gates.png
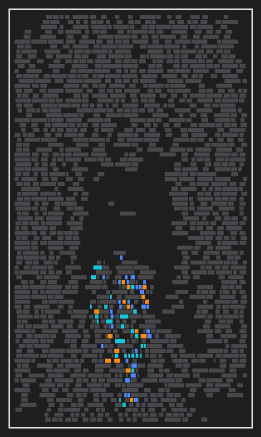
ff_map.png
The bar under the picture is 50 µm long. Other sequential cells in the stronger gray, the rest of the logic in the fainter gray.
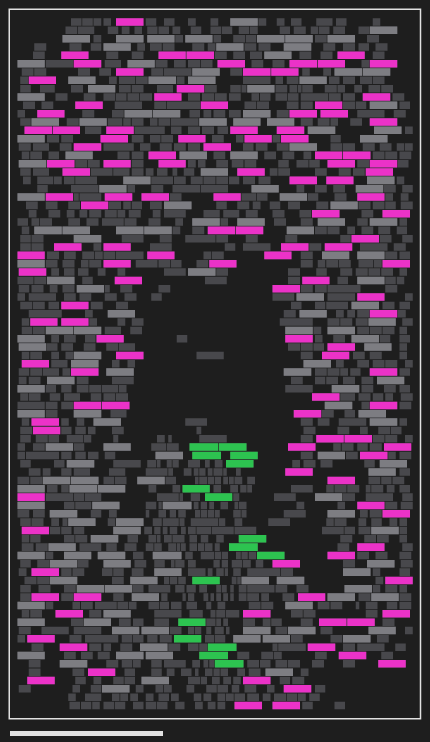
==> config.mk <==
export PLATFORM = sky130hd
export DESIGN_NAME = pipe_stage_reg
export DESIGN_NICKNAME = d
export VERILOG_FILES = /design/src/rtl/pipe_pkg.sv /design/src/rtl/pipe_slot.sv /design/src/rtl/pipe_stage_reg.sv
export SDC_FILE = /design/constraint.sdc
export NUM_CORES = 1
export LEC_CHECK = 0
export CAP_MARGIN = 20
export CORE_ASPECT_RATIO = 1.75
export CORE_MARGIN = 2
export CORE_UTILIZATION = 46
export DETAILED_ROUTE_END_ITERATION = 6
export PLACE_DENSITY = 0.77
export SLEW_MARGIN = 20
export SYNTH_ARGS = -nofsm -noshare
export SYNTH_HDL_FRONTEND = slang
export SYNTH_HIERARCHICAL = 1
export SYNTH_SLANG_ARGS = --single-unit
==> constraint.sdc <==
create_clock -name clk -period 2.03 [get_ports clk]
set_input_delay 0.609 -clock clk [delete_from_list [all_inputs] [get_ports clk]]
set_output_delay 0.609 -clock clk [all_outputs]
set_load 0.05 [all_outputs]
==> CHANGELOG.md <==
### Changed

- Status: complete, no violations
- GR Util All Layers: 22.3%
- CTS tree: built
- Die area: 30,900 µm²
- Yosys cell count: 908
- Yosys Chip Area: 13,500 µm²
- Syn. warnings: 6
- Tool warnings: 28
- Share of cells above drive strength 1: 55.9%
- Worst rel slew slack: 52.0%
- Post-synth cell types: 43
- Global route overflow: 0
- # DRC: 0
- Cycle use final: 99.6%
- Crit start category: register
- Clock skew: 0.0159 ns
- Root Buffer: clkbuf_16
- Die X: 134 µm
- Post-route cell area: 18,800 µm²
- Placed cell area: 17,400 µm²
- Clk buf depth: 3
- Fin nets: 1,445
- First drt pass iteration count: 4
- Most frequent cells in the layout: mux2_2, dfrtp_1, buf_4
- Worst Path Arrival: 2.46 ns
- Period minus WS final: 2.02 ns
- Total leakage power: 0.00856 µW
- Fp util: 46.4%
- Peak VDD IR: 1.04 mV
- CP Capture Type: register
- Skew-Pair Late Insertion Delay: 0.57 ns
- Initial DRC Count: 235
- Place WS: -0.743 ns
- H-tree depth: 1
- Slowest cell on the critical path: dfrtp_2
- Initial antenna violation count: 3
- Port Buffer Count: 312
- Vias in the first global route: 9,859
- Mean routed wirelength per cell: 20.4 µm
- Max-slew violations: 0
- Endpoints failing setup: 0
- Post-route ant nets: 0
- Asr flop ratio synth: 100%
- Mapped Avg Cell Area: 14.9 µm²
- Critical path's largest stage delay: 0.40 ns
- Dpl cells: 1,633
- Worst endpoint required time: 2.47 ns
- Hold Fails Final Rpt: 0
- Num CTS Buffers: 29
- Gp weighted congestion: 0.804
- Die height: 231 µm
- Flops after synth: 307
- Crit-path max FO: 14
- Max Cap Violations: 0
- First-pass GRT wire length: 54,100 µm
- Post-synthesis cell count: 908
- Main flop type: dfrtp_1
- Area grow syn2layout: 39.0%
- Hpwl dp: 25,100 µm
- HP Class: input pin to asynchronous set/reset pin
- Placeable Area: 29,200 µm²
- Vias: 9,087
- Clock transition at path regs: 0.06 ns
- Flip-flops with a built-in enable: 0
- Pwr dens: 912 nW/µm²
- R2R Setup Slk: 0.009 ns
- CP Class: register to register
- Max Fclk: 495 MHz
- FP Rows: 83
- Synth Seq Share: 56.7%
- Worst-Margin Slew: 0.717 ns
- CP most frequent cell: buf_12
- Setup TNS: 0 ns
- CP cell instances: and2b_2, buf_4, nor3_4, nor2b_4, buf_12, buf_12, mux2_2
- Syn Std Cell Area: 13,500 µm²
- WL final: 34,800 µm
- Vias per std cell: 5.34
- Clk sinks: 307
- RSZ-0062 raised after global routing: true
- Pin count of the biggest net entering global routing: 85
- Final WS setup: 0.00862 ns
- Io pins: 313
- Worst r2r path cells: 7
Back to the opening pictures, gates.png:
family	color	cells
and/or cells	orange	16
nor cells	cyan	26
aoi and oai cells	blue	30
combinational share of cell area: 29.8%
most frequent logic cell in the layout: mux2_2
Finished Layout Cells: 1,701

Back to the opening pictures, ff_map.png:
netlist name	color	placed flops	where
`stall_cnt`	green	16	bottom middle
`g_skid.u_skid/data_o`	magenta	128	spread over the die
not colored	163
P_seq: 6990 µW
Core Util, Final: 64.5%

cells by family after synthesis:
logic type	after synthesis	synth area share (%)
DFF	307	56.7
buffers and inverters	63	2.91
other	1	0.0277
adders and majority gates	1	0.0923
AOI/OAI and AO/OA	66	3.91
muxes	402	33.4
and+or+nand+nor	68	2.96
where the power goes:
group / switching (µW) / internal [µW] / total (µW)
Clock: 2350 / 3720 / 6080
Combinational: 2570 / 1540 / 4110
Sequential: 315 / 6680 / 6990
area by class of cell:
cell class,count,area [µm²]
Clock inverter,17,267
Fill cell,2178,10300
Timing Repair Buffer,412,3950
Clock buffer,37,816
Tap cell,382,478
Multi-Input combinational cell,539,5610
Inverter,4,15.0
Sequential cell,307,7690
Antenna cell,3,7.51
layer usage:
layer  global-route usage (%)  wire length (µm)  share of wire (%)  vias to the layer above
li1                         -                 -                  -                     4113
met4                     9.81              1460                4.2                        0
met2                     41.9             19200                 55                      274
met1                     24.0             12300                 35                     4622
met5                        0                 0                  0                        -
met3                     4.05              1810                5.2                       78
synth_stat cells, types with 4 or more instances:
| library cell | number | area, µm² |
|---|---|---|
| mux2_2 | 401 | 4520 |
| dfrtp_1 | 307 | 7680 |
| a32o_1 | 32 | 320 |
| buf_4 | 26 | 195 |
| buf_2 | 23 | 115 |
| a21oi_1 | 12 | 60.1 |
| nand3_1 | 10 | 50.1 |
| nor2_1 | 9 | 33.8 |
| o21ai_0 | 9 | 45.0 |
| nor2b_1 | 7 | 43.8 |
| nand2_1 | 6 | 22.5 |
| nor3_1 | 6 | 30.0 |
| or3_1 | 6 | 37.5 |
| buf_6 | 4 | 45.0 |
| clkbuf_1 | 4 | 15.0 |
| inv_1 | 4 | 15.0 |
| nand2b_1 | 4 | 25.0 |
| nor4_1 | 4 | 25.0 |
metrics by stage:
| step | total power, µW | hold WS (ns) |
|---|---|---|
| global placement | 11100 | 0.408 |
| finish | 17200 | 0.428 |
| floorplan | 9530 | 0.313 |
| CTS | 17300 | 0.406 |
| detailed placement | 11200 | 0.408 |
| global route | 17800 | 0.416 |
critical path, delay by kind of cell (launching register included):
family	cells	cell delay [ns]
buffers and inverters	3	0.49
flip-flops	1	0.40
multiplexers	1	0.34
AND/OR/NAND/NOR	3	0.66
timing repair:
item / in CTS / in global routing
cloned: 2 / 1
pin swaps: 2 / 3
hold buffers: 1 / 0
endpoints found under the setup margin: 266 / 81
resized: 11 / 39
buffers inserted: 8 / 4
hold endpoints to repair: 3 / 0
Power is estimated from default activity; no workload was simulated.
